--- config.mk ---
export PLATFORM = sky130hd
export DESIGN_NAME = neuron_spike_aer_out
export DESIGN_NICKNAME = d
export VERILOG_FILES = /design/src/rtl/neuron_spike_aer_out.sv
export SDC_FILE = /design/constraint.sdc
export NUM_CORES = 1
export LEC_CHECK = 0
export ABC_AREA = 1
export ABC_CLOCK_PERIOD_IN_PS = 7200
export CORE_MARGIN = 3
export CORE_UTILIZATION = 40
export DETAILED_ROUTE_END_ITERATION = 16
export GPL_ROUTABILITY_DRIVEN = 1
export PLACE_DENSITY = 0.69
export SKIP_LAST_GASP = 1
export SYNTH_ARGS = -nofsm -noshare
export SYNTH_HDL_FRONTEND = slang
export SYNTH_SLANG_ARGS = --single-unit
--- constraint.sdc ---
create_clock -name CLK -period 7.2 [get_ports CLK]
set_input_delay 1.8 -clock CLK [delete_from_list [all_inputs] [get_ports CLK]]
set_output_delay 1.8 -clock CLK [all_outputs]
set_load 0.1 [all_outputs]
--- src/rtl/neuron_spike_aer_out.sv ---
// AER output stage: buffers {tick, neuron index} spike events in a FIFO and
// drains them over a 4-phase REQ/ACK link.
`timescale 1ns/1ps
module neuron_spike_aer_out #(
  parameter int N     = 256,
  parameter int DEPTH = 16,
  localparam int AW   = $clog2(N),
  localparam int PW   = $clog2(DEPTH) + 1
) (
  input  logic          CLK,
  input  logic          RSTN,
  input  logic          neuron_spike_i,
  input  logic [AW-1:0] neuron_addr_i,
  input  logic [7:0]    tick_i,
  input  logic          aer_en_i,
  input  logic          flush_i,
  output logic [AW+7:0] AEROUT_ADDR,
  output logic          AEROUT_REQ,
  input  logic          AEROUT_ACK,
  output logic [PW-1:0] fifo_level_o,
  output logic          fifo_full_o,
  output logic [15:0]   drop_cnt_o
);

  typedef enum logic [1:0] {S_IDLE, S_REQ, S_WAITLOW} state_t;

  state_t          state;
  state_t          next_state;
  logic            ack_meta;
  logic            ack_s;
  logic [AW+7:0]   mem [DEPTH];
  logic [PW-1:0]   wr_ptr;
  logic [PW-1:0]   rd_ptr;
  logic            full;
  logic            empty;
  logic            push;
  logic            pop;
  logic            drop;

  // Pointers carry one extra wrap bit so full and empty are distinguishable.
  assign full  = (wr_ptr[PW-1] != rd_ptr[PW-1]) && (wr_ptr[PW-2:0] == rd_ptr[PW-2:0]);
  assign empty = (wr_ptr == rd_ptr);
  assign push  = neuron_spike_i && !full && !flush_i;
  assign drop  = neuron_spike_i && full && !flush_i;

  assign fifo_level_o = wr_ptr - rd_ptr;
  assign fifo_full_o  = full;

  always_ff @(posedge CLK or negedge RSTN) begin
    if (!RSTN) begin
      ack_meta <= 1'b0;
      ack_s    <= 1'b0;
    end else begin
      ack_meta <= AEROUT_ACK;
      ack_s    <= ack_meta;
    end
  end

  always_ff @(posedge CLK or negedge RSTN) begin
    if (!RSTN) begin
      wr_ptr <= '0;
      rd_ptr <= '0;
    end else if (flush_i) begin
      wr_ptr <= '0;
      rd_ptr <= '0;
    end else begin
      if (push) wr_ptr <= wr_ptr + PW'(1);
      if (pop)  rd_ptr <= rd_ptr + PW'(1);
    end
  end

  always_ff @(posedge CLK) begin
    if (push) mem[wr_ptr[PW-2:0]] <= {tick_i, neuron_addr_i};
  end

  always_ff @(posedge CLK or negedge RSTN) begin
    if (!RSTN)
      drop_cnt_o <= '0;
    else if (drop && drop_cnt_o != 16'hFFFF)
      drop_cnt_o <= drop_cnt_o + 16'd1;
  end

  // The pop decision uses the pre-edge empty flag, so a same-cycle push is
  // never read back before it has been written.
  always_comb begin
    next_state = state;
    pop        = 1'b0;
    case (state)
      S_IDLE: begin
        if (aer_en_i && !empty && !ack_s) begin
          pop        = 1'b1;
          next_state = S_REQ;
        end
      end
      S_REQ: begin
        if (ack_s) next_state = S_WAITLOW;
      end
      S_WAITLOW: begin
        if (!ack_s) next_state = S_IDLE;
      end
      default: next_state = S_IDLE;
    endcase
  end

  always_ff @(posedge CLK or negedge RSTN) begin
    if (!RSTN) begin
      state       <= S_IDLE;
      AEROUT_REQ  <= 1'b0;
      AEROUT_ADDR <= '0;
    end else begin
      state      <= next_state;
      AEROUT_REQ <= (next_state == S_REQ);
      if (pop) AEROUT_ADDR <= mem[rd_ptr[PW-2:0]];
    end
  end

endmodule

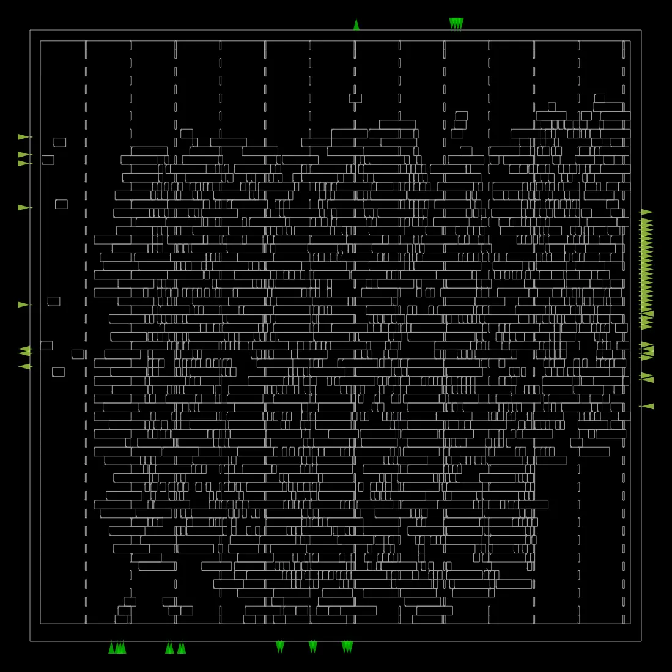
run_1/final_placement.png
Core Util, Final: 0.470
# rows: 66

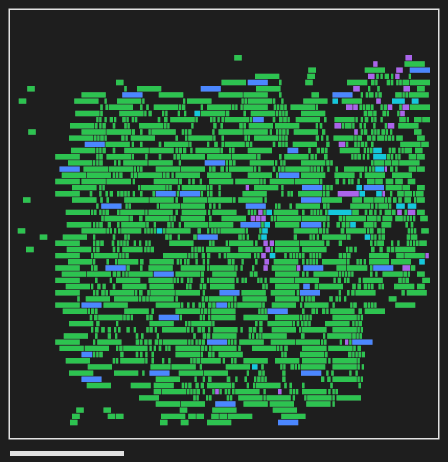
run_1/drive_strength.png
The bar under the picture is 50 µm long.
[cyan] drive 3 to 4 | cells: 23
[purple] drive 2 | cells: 39
[blue] drive 6 and up | cells: 40
[green] drive 1 or less | cells: 1289

==> results.json, run 1 <==
{
  "outcome": "complete, no violations",
  "wl_per_cell_um": 17.4,
  "setup_violations": 0,
  "fin_setup_tns_ps": 0,
  "combPwrFrac": 0.271,
  "max_slew_margin": 0.265,
  "crit_cells": 5,
  "antenna_left": 0,
  "hold_violations": 0,
  "dominant-cell-class": "sequential cells",
  "cp-startpoint": "rd_ptr[0]$_DFFE_PN0P_",
  "synthesis.area_um2": 13300,
  "crit_chain": "ha_1 > fa_1 > o21ai_0 > xor2_1 > clkdlybuf4s50_1",
  "dpl.cell_count": 1775,
  "r2r_end": "mem[6][14]$_DFFE_PP_",
  "nets": 1402,
  "n_all_buffers": 74,
  "nNonClkInverters": 159,
  "num_io_pins": 61,
  "cts_tree": "built",
  "powerDensity_nw_per_um2": 326,
  "synth-edff-count": 256,
  "reg2reg_from": "rd_ptr[3]$_DFFE_PN0P_",
  "period_needed_ps": 5260,
  "leakagePower_nw": 6.44,
  "power_frac_seq": 0.412,
  "cp_slowest_stage_delay_ps": 1150,
  "cp-endpoint": "fifo_level_o[4]",
  "adder_share": 0.0109,
  "cts-resized-gates": 0,
  "fillers": 2900,
  "die_h_um": 188,
  "irDropWorstVdd_v": 0.000284,
  "routed_wl_mm": 31.9,
  "pwr.group.combinational_mw": 1.36,
  "fp.dieW_um": 188,
  "track_usage": 0.180,
  "cts_setup_buffers": 0,
  "synth_warnings": 0,
  "hold_end": "ack_s$_DFF_PN0_"
}
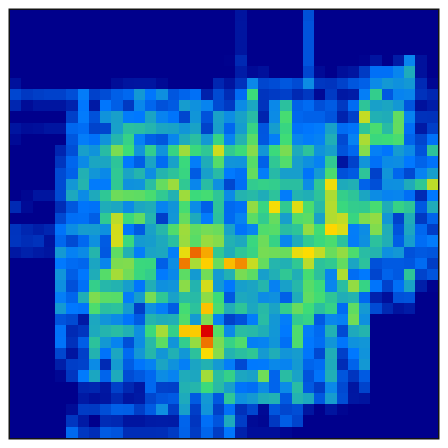
run_1/wire_density.png
38 x 38 tiles, from dark blue (low) to red (high), scaled to the fullest tile. Values are wire area over tile area, all layers added.
fullest tile: 0.65
densest ninth of the die: middle
tiles over half the peak: 9.7%
nearly empty tiles: 29%

run 1: metal layers:
metal  vias up  track usage
met5         -            0
met4         0       0.0544
met3        61       0.0260
met2       297        0.310
met1      4326        0.238
li1       4379            -
run 1: cells in the final DEF (no fill, tap or decap), types with 5 or more instances in the layout:
master	instances
nand2_2	6
a21oi_1	20
nand4_1	6
clkdlybuf4s50_1	59
dfrtp_1	45
nor2_2	11
ha_1	10
inv_1	153
clkbuf_1	9
o21ai_2	10
clkinv_1	5
clkinv_2	6
xor2_1	12
buf_4	14
nand2_1	487
edfxtp_1	256
nor3_1	11
nor2_1	38
clkbuf_16	35
nand3_1	161
o21ai_0	13
run_1/registers.png
The bar under the picture is 50 µm long.
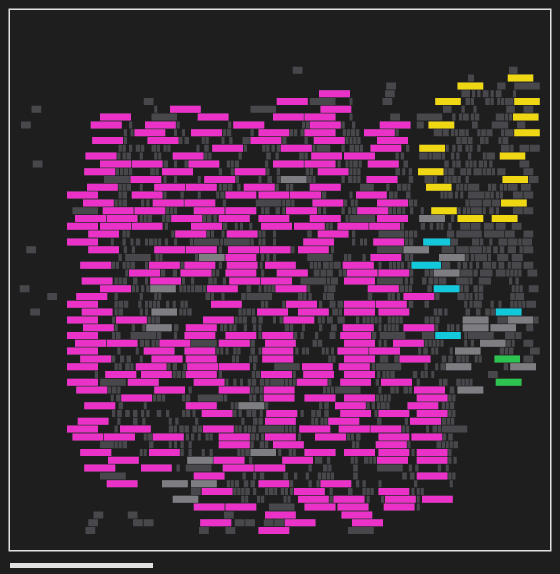

## Run 2: what changed since run 1
- ABC_CLOCK_PERIOD_IN_PS: 7200 -> 4900
- clock period: 7.2 -> 4.9 ns (I/O delays scaled with it)
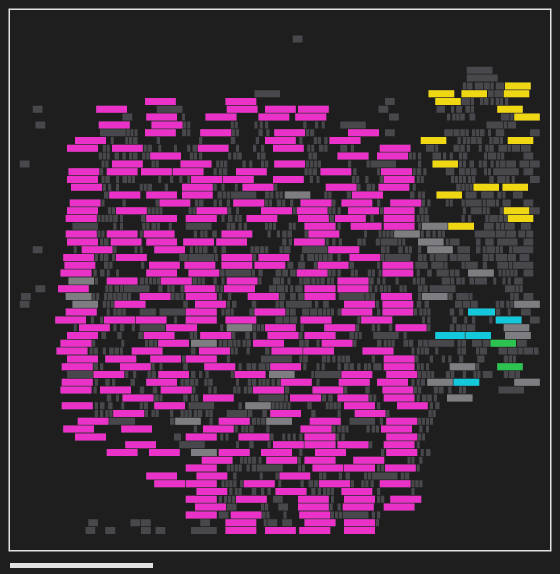
run_2/registers.png
The bar under the picture is 50 µm long.
[cyan] `rd_ptr` | placed flops: 5 | where: right middle
[yellow] `drop_cnt_o` | placed flops: 16 | where: top right
[green] `state` | placed flops: 2
[magenta] `mem` | placed flops: 256
flop share of the area: 0.573
Seq. pwr: 3.00 mW

==> run 2 against run 1 <==
Compared with the run above: die area stayed put; combinational power is 51% higher; clock skew is 2.8 ps higher; clock-buffer cell count is 2 lower; hold slack worse by 4.2 ps; sequential power is 46% higher; register-to-register slack worse by 2000 ps; clock power is 53% higher; first-iteration DRC count is 5.7% lower; flip-flop count stayed put; global-route usage is 0.75 points higher; critical path depth is 1 lower.
==> results.json, run 2 <==
{
  "outcome": "complete, no violations",
  "cts_setup_buffers": 0,
  "hold_end": "ack_s$_DFF_PN0_",
  "setup_violations": 0,
  "fp.dieW_um": 188,
  "powerDensity_nw_per_um2": 485,
  "crit_cells": 4,
  "leakagePower_nw": 6.50,
  "num_io_pins": 61,
  "irDropWorstVdd_v": 0.000406,
  "antenna_left": 0,
  "fin_setup_tns_ps": 0,
  "adder_share": 0.0109,
  "synthesis.area_um2": 13300,
  "cp-endpoint": "fifo_level_o[0]",
  "synth-edff-count": 256,
  "fin_util": 0.474,
  "fp-row-count": 66,
  "n_all_buffers": 81,
  "synth_warnings": 0,
  "nets": 1409,
  "reg2reg_from": "rd_ptr[0]$_DFFE_PN0P_",
  "dominant-cell-class": "sequential cells",
  "period_needed_ps": 3780,
  "lay_top_count": "nand2_1",
  "hold_violations": 0,
  "cts_tree": "built",
  "cp_slowest_stage_delay_ps": 1130,
  "wl_per_cell_um": 18.0,
  "crit_chain": "inv_1 > ha_1 > inv_1 > clkdlybuf4s50_1",
  "cp-startpoint": "wr_ptr[0]$_DFFE_PN0P_",
  "fillers": 2923
}
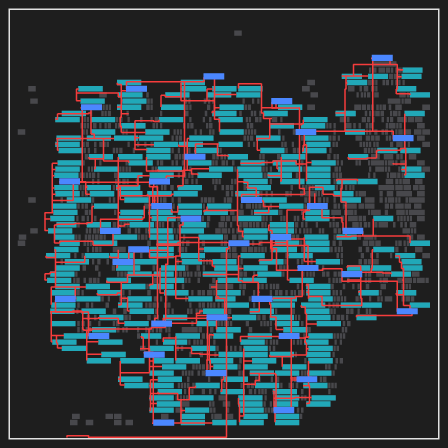
run_2/clock_map.png
[blue] cells driving clock nets | count: 34
[cyan] flip-flops | count: 303
[red] clock wires | length: 3620 µm
routed clock nets: 35
P_clk: 2.43 mW
clk_lat worst skew: 530 ps
Clk pwr share: 0.324
Post-Route Skew: 20.1 ps

==> run 2: cell counts after synthesis <==
Identical to the previous run, type by type.
==> run 2: cell families after synthesis <==
family / after synthesis
flip-flops: 303
AND/OR/NAND/NOR: 728
AND-OR/OR-AND: 44
buffers and inverters: 213
XOR/XNOR: 14
adder cells (fa/ha/maj): 11
==> run 2: power breakdown <==
group,internal [mW],total [mW],switching [mW]
Combinational,0.495,2.06,1.57
Sequential,2.91,3.00,0.0939
Clock,1.41,2.43,1.02
==> run 2: metal layers <==
metal | vias to the layer above | GRT usage | part of all wire
li1 | 4393 | - | -
met1 | 4343 | 0.250 | 0.41
met2 | 360 | 0.318 | 0.49
met3 | 62 | 0.0268 | 0.066
met4 | 0 | 0.0610 | 0.030
met5 | - | 0 | 0
Power figures rest on the tool's default switching activity, not on a simulated workload.
